==> run_1/wire_density.png <==
The bar under the picture is 10 um long. The die is cut into 10 by 10 equal tiles; dark blue is low, red is high, scaled to the fullest tile. Values are wire area over tile area, all layers added.
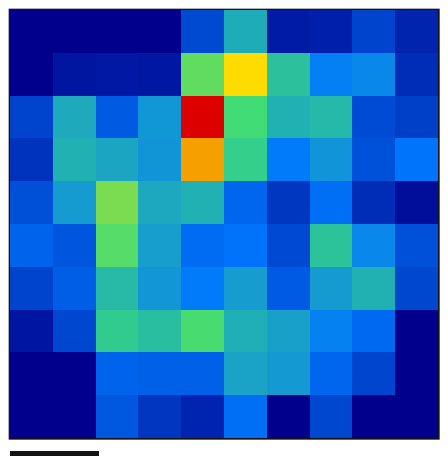
==> run_1/metal_stack.png <==
The bar under the picture is 10 um long.
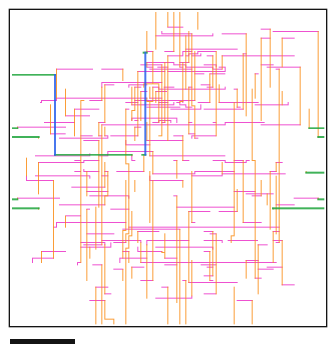
==> run_1/final_congestion.png <==
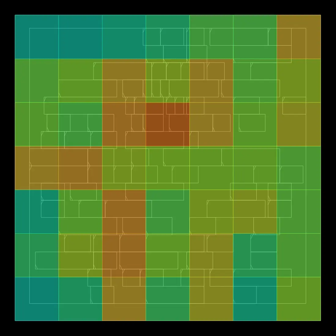
$ cat config.mk
export PLATFORM = sky130hd
export DESIGN_NAME = component_skid_buffer
export DESIGN_NICKNAME = d
export VERILOG_FILES = /design/src/rtl/component_pkg.sv /design/src/rtl/component_skid_buffer.sv
export SDC_FILE = /design/constraint.sdc
export NUM_CORES = 1
export LEC_CHECK = 0
export CORE_MARGIN = 2
export CORE_UTILIZATION = 45
export DETAILED_ROUTE_END_ITERATION = 12
export HOLD_SLACK_MARGIN = 0.05
export PLACE_DENSITY = 0.75
export SYNTH_ARGS = -nofsm -noshare
export SYNTH_HDL_FRONTEND = slang
export SYNTH_SLANG_ARGS = --single-unit
$ cat constraint.sdc
create_clock -name clk -period 2.1 [get_ports clk]
set_input_delay 0.42 -clock clk [delete_from_list [all_inputs] [get_ports clk]]
set_output_delay 0.42 -clock clk [all_outputs]
set_load 0.05 [all_outputs]
$ cat src/rtl/component_pkg.sv
// component_pkg: shared state encoding for the component library
package component_pkg;
  typedef enum logic [1:0] {
    SKB_EMPTY = 2'd0,
    SKB_BUSY  = 2'd1,
    SKB_FULL  = 2'd2
  } skb_state_t;
endpackage

$ cat src/rtl/component_skid_buffer.sv
// component_skid_buffer: two-entry registered valid/ready stage with a flopped in_ready
module component_skid_buffer #(
  parameter int WIDTH = 8
) (
  input  logic             clk,
  input  logic             rst_n,
  input  logic             in_valid,
  input  logic [WIDTH-1:0] in_data,
  output logic             in_ready,
  output logic             out_valid,
  output logic [WIDTH-1:0] out_data,
  input  logic             out_ready,
  output logic [1:0]       occupancy
);
  import component_pkg::*;
  skb_state_t state, nxt;
  logic [WIDTH-1:0] skid;
  logic accept, xfer, main_en, skid_en;
  assign accept    = in_valid && in_ready;
  assign xfer      = out_valid && out_ready;
  assign out_valid = state != SKB_EMPTY;
  assign occupancy = state == SKB_FULL ? 2'd2 : state == SKB_BUSY ? 2'd1 : 2'd0;
  // next state and register enables; the unused encoding falls back to EMPTY
  always_comb begin
    nxt = state == SKB_EMPTY ? (accept ? SKB_BUSY : SKB_EMPTY) :
          state == SKB_BUSY  ? (accept && !xfer ? SKB_FULL : !accept && xfer ? SKB_EMPTY : SKB_BUSY) :
          state == SKB_FULL  ? (xfer ? SKB_BUSY : SKB_FULL) : SKB_EMPTY;
    main_en = (state == SKB_EMPTY && accept) || (state == SKB_BUSY && accept && xfer) ||
              (state == SKB_FULL && xfer);
    skid_en = state == SKB_BUSY && accept && !xfer;
  end
  // state and in_ready flop; in_ready looks ahead so out_ready never reaches it combinationally
  always_ff @(posedge clk or negedge rst_n) begin
    if (!rst_n) begin
      state    <= SKB_EMPTY;
      in_ready <= 1'b0;
    end else begin
      state    <= nxt;
      in_ready <= nxt != SKB_FULL;
    end
  end
  // main register drives out_data; refilled from skid when draining FULL
  always_ff @(posedge clk or negedge rst_n) begin
    if (!rst_n) out_data <= '0;
    else if (main_en) out_data <= state == SKB_FULL ? skid : in_data;
  end
  // skid register catches the word accepted while the consumer stalls
  always_ff @(posedge clk or negedge rst_n) begin
    if (!rst_n) skid <= '0;
    else if (skid_en) skid <= in_data;
  end
endmodule

==> impl_metrics.ini, run 1 <==
; generated from flow reports
[run_status]
status = finished clean

[sta]
relSlewSlack_pct = 66.86
period_minus_slack_ns = 1.933
setup_violations = 0

[power_and_ir_drop]
powerComb_mw = 1.20
swShare_pct = 43.82
p_switching_uw = 893.3
p_per_area_nw_per_um2 = 1713
p_leak_nw = 0.4929
p_clk_share_pct = 9.1

[setup_path]
critPathLaunchType = flip-flop
arrival_ns = 1.51
slowest_stage = clkdlybuf4s50_1
path_cells = clkdlybuf4s50_1
worstPathRequired_ns = 1.68
crit_fanout = 3
worstSetupStartpoint = in_ready

[synthesis]
synth_nets = 74
syn_area_per_cell_um2 = 14.50
synth_area_um2 = 884.6
synth_cell_types = 17

[route]
drc = 0
via_per_inst = 4.862
firstDrtPassIters = 4

[placed_design]
place_hpwl_mm = 1.186
dp.cells = 112

[clock_tree]
insertion_delay_ns = 0.29
htree_levels = 1
clockBufferDepth = 2

[floorplanning]
die_area_um2 = 2336
ioPinCount = 24
## Picture notes: wire_density.png
mean over tiles = 0.10
emptiest ninth of the die = top left
tiles over half the peak = 8.0%
fullest tile = 0.43

## Picture notes: metal_stack.png
met4 -> blue  # wire length 27.9 um
met1 -> magenta  # wire length 701 um
met3 -> green  # wire length 41.9 um
met2 -> orange  # wire length 793 um

## Picture notes: final_congestion.png
per-cell routed wire length: 13.47 um
M3 GR Usage: 3.086%
met1 Resource Use GR: 20.20%
final core utilization: 62.57%

==> run 1: final cells by class <==
| cell class | instances | area (um2) |
|---|---|---|
| Tap cell | 27 | 33.78 |
| Fill cell | 141 | 711.9 |
| Sequential cell | 19 | 475.5 |
| Multi-Input combinational cell | 39 | 396.6 |
| Timing Repair Buffer | 25 | 250.2 |
| Clock buffer | 4 | 26.28 |
| Inverter | 2 | 7.507 |
==> run 1: per-stage QoR <==
| step | util [%] | setup WS [ns] | power, mW | instance area [um2] |
|---|---|---|---|---|
| after floorplan | - | 0.2675 | 1.515 | 884.6 |
| after global placement | 61.18 | 0.1756 | 1.857 | 1164 |
| after detailed placement | 61.18 | 0.1454 | 1.878 | 1164 |
| after CTS | 62.57 | 0.1696 | 2.063 | 1190 |
| after global routing | 62.57 | 0.1262 | 2.161 | 1190 |
| final | 62.57 | 0.1669 | 2.039 | 1190 |
==> run 1: routing by layer <==
| metal | GRT usage (%) | vias up |
|---|---|---|
| met5 | 0 | - |
| met4 | 7.143 | 0 |
| met3 | 3.086 | 4 |
| met2 | 24.54 | 12 |
| met1 | 20.20 | 273 |
| li1 | - | 275 |
==> run 1: how the worst max path moves through the flow <==
| stage | endpoint |
|---|---|
| after floorplan | skid[0] |
| after global placement | out_data[2] |
| after detailed placement | out_data[0] |
| after CTS | in_ready |
| after global routing | in_ready |
| final | in_ready |
==> run 1: sequential cells by signal (all words and copies together) (netlist names) <==
register and flops:
in_ready 1, state 2, out_data 8, skid 8
==> run 1: cell families after synthesis <==
| group | after synthesis |
|---|---|
| compound gates | 4 |
| fa+ha+maj | 1 |
| buf+inv | 3 |
| flops | 19 |
| mux | 24 |
| simple gates | 10 |
==> run_1/cell_classes.png <==
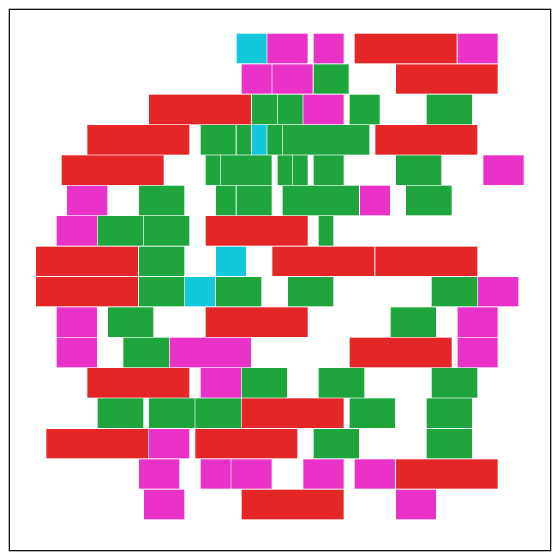

==> run 1 -> run 2 <==
ABC_AREA = 1   (was default)
CORE_ASPECT_RATIO = 1.2   (was default)
==> run_2/cell_classes.png <==
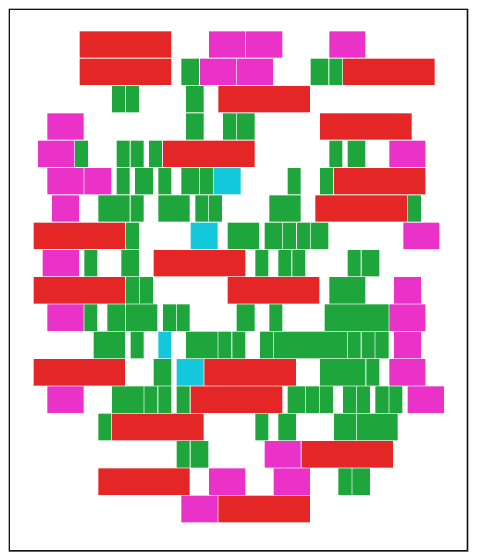
flip-flops -> red  # cells 19, share of their area 41%
other buffers and delay cells -> magenta  # cells 24, share of their area 20%
all other logic -> green  # cells 86, share of their area 38%
clock drivers and dummy loads -> cyan  # cells 4, share of their area 2.2%

==> run_2/registers.png <==
The bar under the picture is 10 um long.
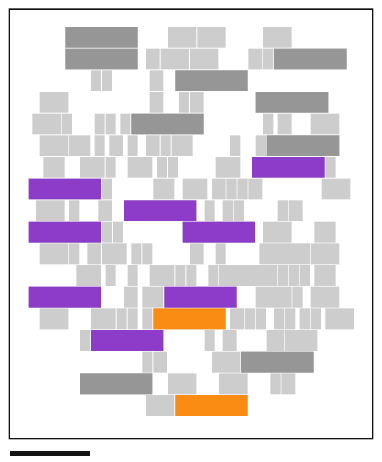
skid -> purple  # flops 8
state -> orange  # flops 2

==> run_2/final_congestion.png <==
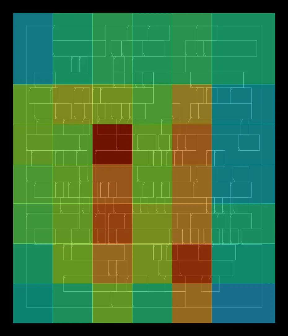
M3 GR Usage: 3.020%
per-cell routed wire length: 11.41 um
final core utilization: 59.80%
busiest grt layer: met2
met1 Resource Use GR: 22.17%

==> run 2 against run 1 <==
Net effect: global-route usage up 1.3 points; flip-flop count unchanged; sequential share of layout area down 0.29 points; fmax up 2.5%; synthesized area up 5.0%; non-clock buffer count down 1; cell area up 0.74%; clock power about the same; combinational power about the same; wire length up 12%; critical path depth unchanged; die size up 4.6%; critical path type unchanged; highest routed layer is now met3.
==> impl_metrics.ini, run 2 <==
; generated from flow reports
[run_status]
status = finished clean

[placed_design]
place_hpwl_mm = 1.338

[clock_tree]
clockBufferDepth = 2
htree_levels = 1

[power_and_ir_drop]
p_clk_share_pct = 9.3
swShare_pct = 50.67
powerComb_mw = 1.20
total_power_mw = 2.008

[cells_and_area]
fin_area_um2 = 1199
reg_top3 = out_data: 8 flops, skid: 8 flops, state: 2 flops
nFillCells = 190

[setup_path]
crit_fanout = 2
critPathLaunchType = flip-flop
arrival_ns = 1.47
worstPathRequired_ns = 1.68

[sta]
period_minus_slack_ns = 1.885
setup_violations = 0

[floorplanning]
ioPinCount = 24

[synthesis]
syn_area_per_cell_um2 = 8.758
synth_area_um2 = 928.4

[route]
firstDrtPassIters = 4
drc = 0
-- run 2: cell types whose count changed in the layout (fill, tap and decap cells not counted), sizes merged, moves of 2 or more --
cell	delta
o21ai	+12
o211ai	-2
nand2	+32
nor2	+6
mux2	-24
a21oi	+4
inv	+11
nand3	+12
-- run 2: layout make-up --
| class | count | area (um2) | share of cell area (%) |
|---|---|---|---|
| multi-input cells | 73 | 392.9 | 32.78 |
| well taps | 20 | 25.02 | 2.088 |
| flip-flops and latches | 19 | 475.5 | 39.67 |
| repair buffers | 24 | 230.2 | 19.21 |
| inverters | 13 | 48.80 | 4.071 |
| clock buffers | 4 | 26.28 | 2.192 |
-- run 2: routing by layer --
metal  vias to the layer above  GRT usage (%)
met4                         0          5.882
met5                         -              0
met2                        17          26.76
li1                        391              -
met1                       356          22.17
met3                         0          3.020
-- run 2: final timing paths --
path                       slack [ns]           to   startpoint  cells past startpoint
max in group asynchronous        1.46      skid[2]        rst_n                      2
setup reg to reg                 0.82     in_ready     state[1]                      7
hold / removal                   0.43      skid[6]        rst_n                      2
hold reg to reg                  0.49      skid[7]      skid[7]                      2
setup / recovery                 0.21  out_data[6]  out_data[6]                      1
min in group clk                 0.49      skid[7]      skid[7]                      2
-- run 2: metrics by stage --
step	hold WS, ns	util [%]
2_1_floorplan	0.1244	-
3_3_place_gp	0.4637	58.49
3_5_place_dp	0.4727	58.49
4_1_cts	0.4482	59.80
5_1_grt	0.4628	59.80
6_report	0.4348	59.80
-- run 2: worst register-to-register path, delay by kind of cell (launching register included) --
family	cells	cell delay, ns
DFF	1	0.46
and+or+nand+nor	4	0.37
AOI/OAI and AO/OA	1	0.12
adders and majority gates	1	0.15
buffers and inverters	1	0.07
-- run 2: kinds of logic after synthesis --
family,Yosys count
buf+inv,14
flops,19
fa+ha+maj,1
simple gates,55
compound gates,17
==> run_2/wire_density.png <==
The bar under the picture is 10 um long. The die is cut into 9 by 11 equal tiles; dark blue is low, red is high, scaled to the fullest tile. Values are wire area over tile area, all layers added.
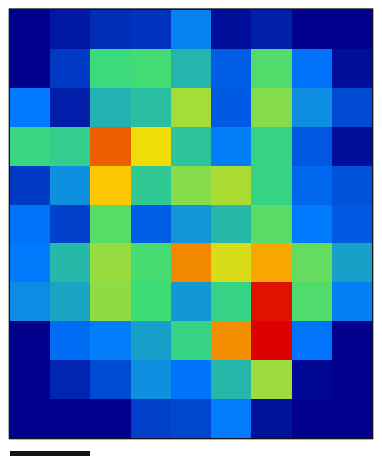

==> run 2 -> run 3 <==
ABC_AREA = default   (was 1)
CAP_MARGIN = 10   (was default)
TNS_END_PERCENT = 5   (was default)
==> run_3/wire_density.png <==
The bar under the picture is 10 um long. The die is cut into 9 by 11 equal tiles; dark blue is low, red is high, scaled to the fullest tile. Values are wire area over tile area, all layers added.
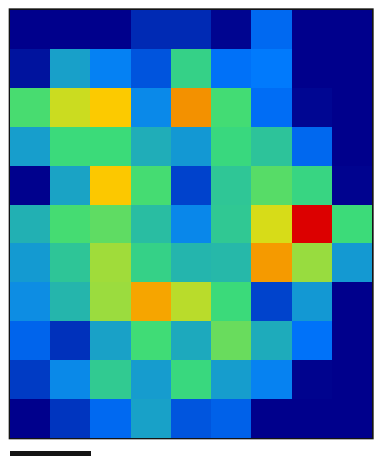
nearly empty tiles = 21%
fullest tile = 0.31
densest ninth of the die = right middle
mean over tiles = 0.10
tiles over half the peak = 20%

==> run_3/cell_classes.png <==
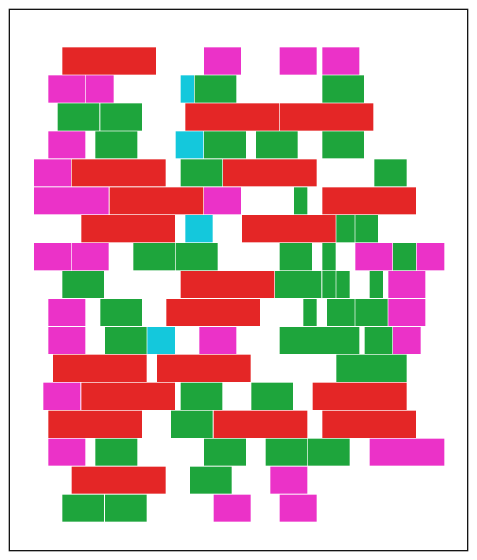
other buffers and delay cells -> magenta  # cells 25, share of their area 22%
clock drivers and dummy loads -> cyan  # cells 4, share of their area 2.2%
all other logic -> green  # cells 41, share of their area 35%
flip-flops -> red  # cells 19, share of their area 41%

==> run 3 against run 2 <==
Net effect: sequential share of layout area grew 0.21 points; total power increased by 1.9%; core utilization rose by 4.6 points; critical path depth did not move; register-to-register slack worse by 0.30 ns; global-route usage shrank 0.35 points; worst hold slack improved by 0.011 ns; sequential power increased by 4.5%; fmax down 0.23%.
==> impl_metrics.ini, run 3 <==
; generated from flow reports
[route]
drc = 0
wl_per_cell_um = 14.03
firstDrtPassIters = 4

[synthesis]
simple_gate_area_share_pct = 8.062
synth_area_um2 = 884.6

[setup_path]
r2r.worst_path.cells = 3
rrSetupSlack_ns = 0.52
critPathLaunchType = flip-flop
arrival_ns = 1.47
timing.rr.start = state[1]
slowest_delay_ns = 0.81
worstPathRequired_ns = 1.68

[cells_and_area]
reg_top3 = out_data: 8 flops, skid: 8 flops, state: 2 flops
fin_area_um2 = 1192

[sta]
setup_violations = 0
worst_pin_slew_ns = 0.5064
hold_slack_ns = 0.4459
period_minus_slack_ns = 1.890

[clock_tree]
htree_levels = 1
clockBufferDepth = 2

[placed_design]
place_hpwl_mm = 1.159

[run_status]
status = finished clean

[power_and_ir_drop]
total_power_mw = 2.046

[floorplanning]
ioPinCount = 24
==> run_3/registers.png <==
The bar under the picture is 10 um long.
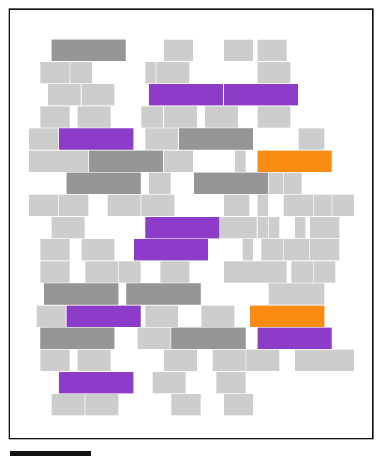
skid -> purple  # flops 8
state -> orange  # flops 2
not colored = 9

==> run 3: cell count changes after synthesis, sizes merged, moves of 2 or more <==
cell | before | now
inv | 13 | 2
nand3 | 12 | 0
mux2 | 0 | 24
o21ai | 13 | 1
nand2 | 36 | 4
o211ai | 0 | 2
nor2 | 6 | 0
a21oi | 4 | 0
==> run 3: routing by layer <==
metal	up-vias	part of all wire [%]	GRT usage, %
met1	291	42	19.33
met2	18	53	27.05
met4	0	0	10.10
met5	-	0	0
li1	277	-	-
met3	0	4.6	2.414
==> run 3: power by group <==
group	switching [mW]	leakage (nW)	internal, mW
clock network	0.0990	0.0150	0.0737
logic	0.693	0.256	0.529
registers	0.0998	0.225	0.551
total	0.892	0.496	1.15
==> run 3: per-stage QoR <==
| stage | setup WS [ns] | utilization, % | cells |
|---|---|---|---|
| final | 0.2103 | 64.44 | 108 |
| after global routing | 0.1605 | 64.44 | 108 |
| after CTS | 0.1958 | 64.44 | 108 |
| after detailed placement | 0.1307 | 63.02 | 104 |
| after global placement | 0.1616 | 63.02 | 104 |
| after floorplan | 0.2675 | - | 61 |
==> run 3: how the worst max path moves through the flow <==
stage	slack [ns]	depth (start not counted)	start	to
finish	0.21	1	in_ready	in_ready
global route	0.16	1	out_data[1]	out_data[1]
CTS	0.20	1	in_ready	in_ready
detailed placement	0.13	4	in_valid	out_data[6]
global placement	0.16	4	in_valid	out_data[2]
floorplan	0.27	3	state[1]	skid[0]
==> run 3: layout make-up <==
cell class	count	area, um2	area share, %
clock buffers	4	26.28	2.204
repair buffers	25	262.8	22.04
inverters	2	7.507	0.6296
well taps	19	23.77	1.994
multi-input cells	39	396.6	33.26
flip-flops and latches	19	475.5	39.87
No activity file was given, so power comes from the tool's default toggle rates.
